`config.mk`:
```
export PLATFORM = sky130hd
export DESIGN_NAME = motor_control
export DESIGN_NICKNAME = d
export VERILOG_FILES = /design/src/rtl/motor_control.sv
export SDC_FILE = /design/constraint.sdc
export NUM_CORES = 1
export LEC_CHECK = 0
export CAP_MARGIN = 10
export CORE_AREA = 2 2 39 41
export CTS_CLUSTER_DIAMETER = 80
export DETAILED_ROUTE_END_ITERATION = 8
export DIE_AREA = 0 0 41 43
export PLACE_DENSITY = 0.64
export SKIP_LAST_GASP = 1
export SYNTH_ARGS = -nofsm -noshare
export SYNTH_HDL_FRONTEND = slang
export SYNTH_SLANG_ARGS = --single-unit
```
`constraint.sdc`:
```
create_clock -name clk -period 1.5 [get_ports clk]
set_input_delay 0.45 -clock clk [delete_from_list [all_inputs] [get_ports clk]]
set_output_delay 0.45 -clock clk [all_outputs]
set_load 0.02 [all_outputs]
```
`src/rtl/motor_control.sv`:
```
// Hex speed command to single-output PWM motor drive.
// Duty updates only at PWM period boundaries, optionally slew-limited.
module motor_control #(
  parameter int unsigned CLK_DIV   = 1,
  parameter int unsigned RAMP_STEP = 0
) (
  input  logic       clk,
  input  logic       rst,
  input  logic [3:0] hex_speed,
  output logic       pwm
);

  localparam int unsigned SPD_W = 4;
  localparam int unsigned PRE_W = (CLK_DIV > 1) ? $clog2(CLK_DIV) : 1;
  localparam logic [SPD_W-1:0] CNT_LAST = SPD_W'(14);
  localparam logic [PRE_W-1:0] PRE_LAST = PRE_W'(CLK_DIV - 1);

  logic [SPD_W-1:0] hs_q;
  logic [SPD_W-1:0] cnt_q, cnt_d;
  logic [SPD_W-1:0] duty_q, duty_d;
  logic [SPD_W-1:0] diff, step;
  logic [PRE_W-1:0] pre_q, pre_d;
  logic             pwm_q, pwm_d;
  logic             tick, boundary;

  // Prescaler, step counter and boundary-gated duty update
  always_comb begin
    tick     = (pre_q == PRE_LAST);
    boundary = tick && (cnt_q == CNT_LAST);
    pre_d    = tick ? '0 : pre_q + PRE_W'(1);

    cnt_d = cnt_q;
    if (boundary) begin
      cnt_d = '0;
    end else if (tick) begin
      cnt_d = cnt_q + SPD_W'(1);
    end

    if (hs_q >= duty_q) begin
      diff = hs_q - duty_q;
    end else begin
      diff = duty_q - hs_q;
    end
    // Step never exceeds the remaining distance, so the ramp cannot overshoot
    step = (32'(diff) < RAMP_STEP) ? diff : SPD_W'(RAMP_STEP);

    duty_d = duty_q;
    if (boundary) begin
      if (RAMP_STEP == 0) begin
        duty_d = hs_q;
      end else if (hs_q >= duty_q) begin
        duty_d = duty_q + step;
      end else begin
        duty_d = duty_q - step;
      end
    end

    pwm_d = (cnt_q < duty_q);
  end

  always_ff @(posedge clk or negedge rst) begin
    if (!rst) begin
      hs_q   <= '0;
      pre_q  <= '0;
      cnt_q  <= '0;
      duty_q <= '0;
      pwm_q  <= 1'b0;
    end else begin
      hs_q   <= hex_speed;
      pre_q  <= pre_d;
      cnt_q  <= cnt_d;
      duty_q <= duty_d;
      pwm_q  <= pwm_d;
    end
  end

  assign pwm = pwm_q;

endmodule

```
Figure 1. Metal layers overlaid.
The bar under the picture is 10 µm long. Only two layers are drawn.
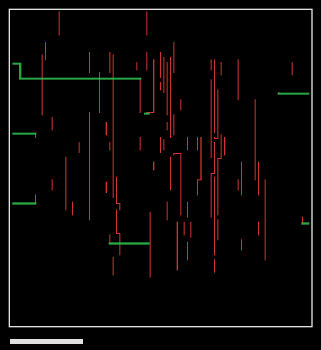
Key: green = met3 [wire length 35.6 µm]; red = met2 [wire length 319 µm]

Figure 2. Cell density map.
8 x 9 tiles, from black (low) to pale yellow (high), 0 to 100% covered.
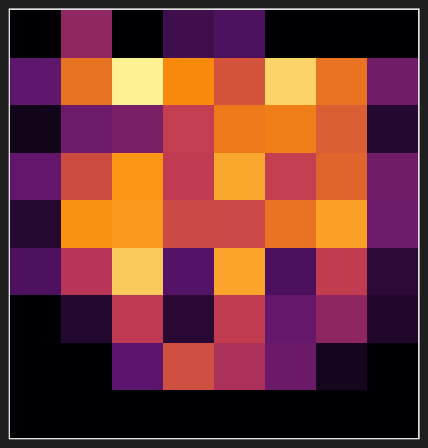
24% of the tiles are nearly empty. The emptiest ninth of the die: bottom left. The densest ninth of the die: middle.

Figure 3. Pin map.
The bar under the picture is 10 µm long. Pins as bars across the die edge, other pins in grey.
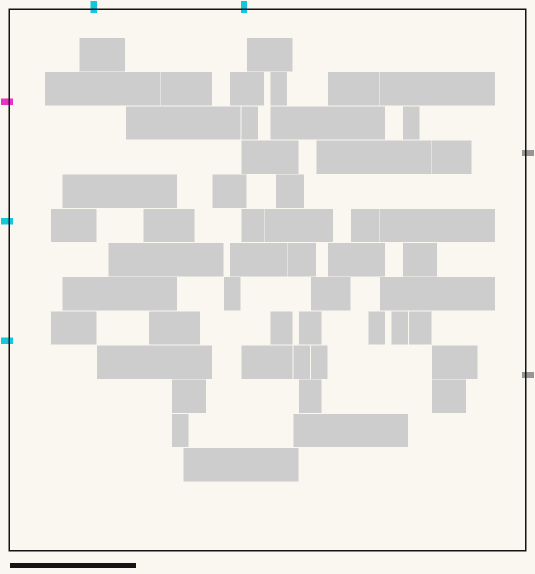
Key: cyan = `hex_speed` [pins 4, direction input, edge 2 left, 2 top]; magenta = `clk` [pins 1, direction input, edge left]
All pins by edge: 3 left, 2 top, 2 right.

==> impl_metrics.tcl <==
# metrics dict for downstream scripts
set metrics [dict create \
    io-pin-count 7 \
    wl_met2_um 319 \
    synth.cell_area_um2 524 \
    outcome "complete, no violations" \
    seq_cell_power_w 0.000366 \
    path_max_fanout 1 \
    vias_per_cell 5.01 \
    yosysWarnings 0 \
    drv_cap 0 \
    top_usage_layer "met1" \
    die_h_um 43 \
    first_iter_violations 6 \
    synth_top_area_share_pct 62.1 \
    vias 336 \
    path_delay_family "flip-flops" \
    globalplace.congestion 0.631 \
    numCtsBuffers 3 \
    n_antenna_cell 0 \
    max_freq_mhz 721 \
    fin_area_um2 637 \
    slew_headroom_pct 83.0 \
    grtUsageMet2_pct 14.4 \
    dieArea_um2 1760 \
    final_cells 67 \
    postSynthSeqShare_pct 62.1 \
    drtAntennaViolNets 0 \
    drtPass1Iterations 3 \
    final_common_cell "dfrtp_1" \
    crit_chain "dlygate4sd2_1" \
    met1Wirelength_um 328 \
    grt_pass1_wl_mm 1.27 \
    p_per_area_nw_per_um2 971 \
    worstSetupStartpointType "register" \
    cp_slowest_cell "dfrtp_1" \
    rows 14 \
    dp.cells 63 \
    worstPathArrival_ps 940 \
    top_layer "met4" \
    wl_per_cell_um 10.5 \
    topCellsByArea "dfrtp_1 62%, mux2_2 11%, ha_1 7.2%" \
    mostFrequentLayoutCells "13 x dfrtp_1, 5 x mux2_2, 5 x clkdlybuf4s50_1, 4 x nand2_1" \
    track_usage_pct 11.5 \
]
-- area by class of cell --
| class | instances | area (µm²) |
|---|---|---|
| Sequential cell | 13 | 325 |
| Tap cell | 16 | 20.0 |
| Inverter | 3 | 11.3 |
| Clock buffer | 4 | 26.3 |
| Multi-Input combinational cell | 24 | 188 |
| Timing Repair Buffer | 7 | 66.3 |
| Fill cell | 141 | 747 |
-- logic make-up after synthesis --
family / share of synthesized area, %
adders and majority gates: 7.16
buffers and inverters: 2.15
DFF: 62.1
and+or+nand+nor: 10.0
AOI/OAI and AO/OA: 7.87
muxes: 10.7
-- state kept, by name (all words and copies together), names as in the netlist --
| signal | count |
|---|---|
| cnt_q | 4 |
| duty_q | 4 |
| pwm | 1 |
| hs_q | 4 |
